Design hiscore_upload_flat, sky130hd; sources not shown.
Run 1, floorplan with the power grid:
Scale: 4 px per µm. Pins as bars on the die edge. Tap cells in grey.
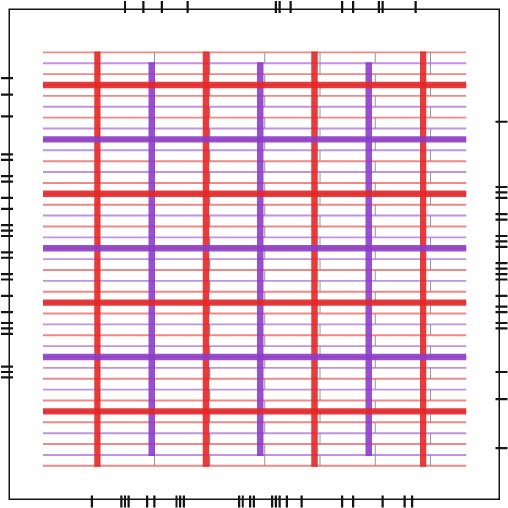
net	colour
VSS	red
VDD	purple
rows	38
met1 rails	39
die width: 122.1 µm
core box area: 0.01094 mm²
die height: 122.1 µm
Max VDD drop: 0.0002527 V

Run 1, cell classes on the final placement:
Scale: 4 px per µm. Fill, decap, tap and diode cells in grey.
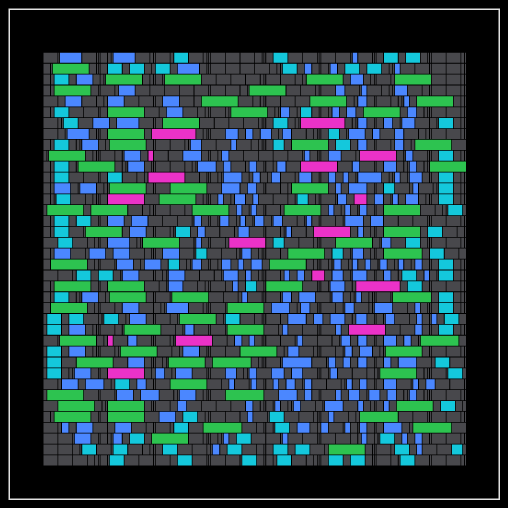
class	colour	cells	share of their area
combinational and other logic	blue	236	37%
flops	green	71	38%
other buffers and delay cells	cyan	89	18%
clock drivers and dummy loads	magenta	16	7.2%
row count: 38
design area: 0.004908 mm²
fin util: 44.89%

Run 1, clock network drawn from the DEF:
Scale: 3 px per µm.
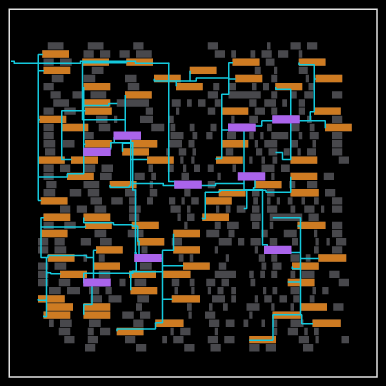
[clock drivers] purple | count: 9
[flip-flops] orange | count: 71
[clock wires] cyan | length: 1070 µm
flops lie	spread over the die
routed clock nets	10
clock power share: 42.0%
clk pwr: 1200 µW

==> summary.txt <==
fresh numbers from the pnr run: status=complete, no violations, AO/OA Area Share=7.465%, layout net count=459, Unique cell types=45, fin crit period=roughly 2.6 ns, Pins Over Slew Limit=0, CP Cell Sequence=clkdlybuf4s50_1 > nand2b_1 > buf_4 > and2_1 > inv_1 > ha_1 > nor4b_1 > a41oi_2 > nand2_1 > or3_1 > a21oi_1, Final Hold Vio Count=0, R2R depth=10, P_comb=about 560 µW, largest net degree at the start of global routing=72, busiest grt layer=met2, Final Cycle Share=86.81%, number of routed nets with antenna violations=0, io pins=80, CP bufs+invs=3, Worst setup SP type=primary input, register share after synthesis=49.58%, RSZ-0062 raised after global routing=false, met2 Usage GRT=23.44%, Top Consumer=clock, final WL=9868 µm, Max Cap Viol=0, leakage=0.002260 µW, CTS max path bufs=2, Post-Syn Instances=322, antenna violations before repair=0, CP max stage cell=clkdlybuf4s50_1, post-cts resize count=0, Pwr per Cell Area=583.4 mW/mm², Crit Path Category=primary input to flop, met3 usage=4.627%, share of layout cells above drive strength 1=20.87%, Mux area share=16.11%, Worst path depth=11, Worst Hold Class=primary input to async pin, worst-margin pin slew=just over 0.9 ns, Post-DP Area=0.004568 mm², Gate power share=roughly a fifth, Yosys Instances=322, Vias=approximately 2.8k, Flop pwr share=38.4%, Log Warnings=30, WP data arrival=slightly below 3 ns, WL/cell=17.88 µm, detailed-route DRC error count=0, Clock transition at path regs=0.06 ns, Met3 Wirelength=602 µm, Synth warnings=0, flop2flop setup slack=~0.71 ns, Hold Buf Count CTS=0, Avg Cell Area, Syn=between 10 and 15 µm², chip area=0.01491 mm², CP max FO=15, worst-skew pair later-pin latency=0.33 ns, vias in the first global route=3099, Synth Flop Type=dfrtp_1, fa+ha+maj area frac=5.069%, crit path DRT=3.30 ns, grt ovf=0, Layout fillers=1165, final setup fails=0, setup bufs post-CTS=0, CTS tree=yes, M1 GR Usage=16.53%, Port Buffers=79, summed standard-cell area reported by yosys=0.003603 mm², initial DRC count=112, Seq. pwr=1100 µW, post-synthesis xor/xnor area fraction=under 10%, Syn Std Cell Area=around 0.0036 mm², NetSw=720.8 µW, clk sink count=around 71, gp weighted congestion=0.7675, syn nets=374, CP Capture Type=flop, fp_density=32.95%, crit-path max cell delay=0.42 ns, max FFs per register=25, root buffer cell=clkbuf_16, detailed-placement wirelength estimate=7090 µm, total track usage=13.94%, Net Sw Frac=between 20% and 30%, post-route setup TNS=0 ns, Initial DRT Pass Iterations=4, H-tree level count=3, Simple-Gate Fraction of Synth Area=16.35%, Post-synth EDFFs=0, Worst slew margin=about two fifths, global-route wire length before repair=~16000 µm, Inst Count DP=between 500 and 600, Internal=between 2000 and 2500 µW, Area Growth Syn to Fin=36.22%, ANT cells=0, Vias/cell=5.036, Max Freq=377.7 MHz, max layer used=met4, async set-or-reset flop fraction in the synthesized netlist=100.0%, clk_skew=0.006806 ns, ys flops=a little over 70, total CTS buffers=9, met1 WL=4254 µm, Non-Filler Instances=between 500 and 600, met2 wire length=4916 µm, Top delay family on crit path=simple AND/OR/NAND/NOR gates
==> run 1: layout make-up <==
cell class | instances | area, µm² | area share (%)
flip-flops and latches | 71 | 1787 | 36.40
multi-input cells | 227 | 1709 | 34.82
repair buffers | 89 | 863.3 | 17.59
clock buffers | 11 | 232.7 | 4.741
well taps | 140 | 175.2 | 3.569
clock inverters | 5 | 107.6 | 2.192
inverters | 9 | 33.78 | 0.6882
==> run 1: cells in the final DEF, fill, tap and decap left out, drive strengths merged, types with 2 or more instances in the layout <==
| cell type | Yosys | layout |
|---|---|---|
| nor3 | 3 | 3 |
| nand3b | 3 | 3 |
| inv | 9 | 9 |
| a211oi | 2 | 2 |
| clkbuf | 6 | 11 |
| o211ai | 3 | 3 |
| nand2 | 39 | 39 |
| nand2b | 4 | 4 |
| buf | 9 | 11 |
| dfstp | 8 | 8 |
| nand4 | 9 | 9 |
| nor2b | 4 | 4 |
| o21ai | 16 | 16 |
| o31ai | 2 | 2 |
| a21boi | 3 | 3 |
| xnor2 | 2 | 2 |
| clkdlybuf4s50 | 0 | 78 |
| dfrtp | 63 | 63 |
| bufinv | 0 | 3 |
| mux2 | 46 | 46 |
| and2 | 8 | 8 |
| xor2 | 8 | 8 |
| nand3 | 11 | 11 |
| nor4 | 7 | 7 |
| mux2i | 4 | 4 |
| or3 | 5 | 5 |
| ha | 13 | 13 |
| nor4b | 2 | 2 |
| a21oi | 12 | 12 |
| nor2 | 9 | 9 |
| a31oi | 2 | 2 |
| clkinv | 0 | 2 |
==> run 1: through the flow <==
| step | setup slack, ns | hold WS (ns) | util [%] | power [µW] |
|---|---|---|---|---|
| CTS | 0.4116 | 0.4581 | 44.89 | 2920 |
| global route | 0.1671 | 0.5027 | 44.89 | 3009 |
| detailed placement | 0.06824 | 0.4806 | 41.77 | 1687 |
| floorplan | 0.5608 | 0.3144 | - | 1369 |
| global placement | 0.1387 | 0.4636 | 41.77 | 1674 |
| finish | 0.4024 | 0.4148 | 44.89 | 2863 |
==> run 1: synthesized netlist by cell type (2+ instances only) <==
cell type,number,area (µm²)
o21ai_0,16,80.08
o31ai_1,2,15.01
nor3_1,3,15.01
nand2_1,38,142.6
dfrtp_1,63,1577
buf_2,8,40.04
mux2i_1,4,40.04
nand2b_1,4,25.02
nor2b_1,4,25.02
and2_1,8,50.05
nand3b_1,3,22.52
inv_1,9,33.78
nand4_1,9,56.30
clkbuf_1,6,22.52
o211ai_1,3,22.52
or3_1,5,31.28
xor2_1,8,70.07
nor2_1,9,33.78
a31oi_1,2,12.51
a211oi_1,2,15.01
nand3_1,10,50.05
a21boi_0,3,22.52
ha_1,13,162.7
mux2_4,6,90.09
nor4_1,5,31.28
dfstp_2,8,210.2
mux2_2,40,450.4
nor4_2,2,25.02
xnor2_1,2,17.52
a21oi_1,12,60.06
==> run 1: worst register-to-register path: cells and delay by family (launching register included) <==
family,cells,cell delay (ns)
AND-OR/OR-AND,2,0.39
adder cells (fa/ha/maj),1,0.20
AND/OR/NAND/NOR,5,1.00
buffers and inverters,2,0.32
flip-flops,1,0.36
Power and IR drop assume default switching activity.
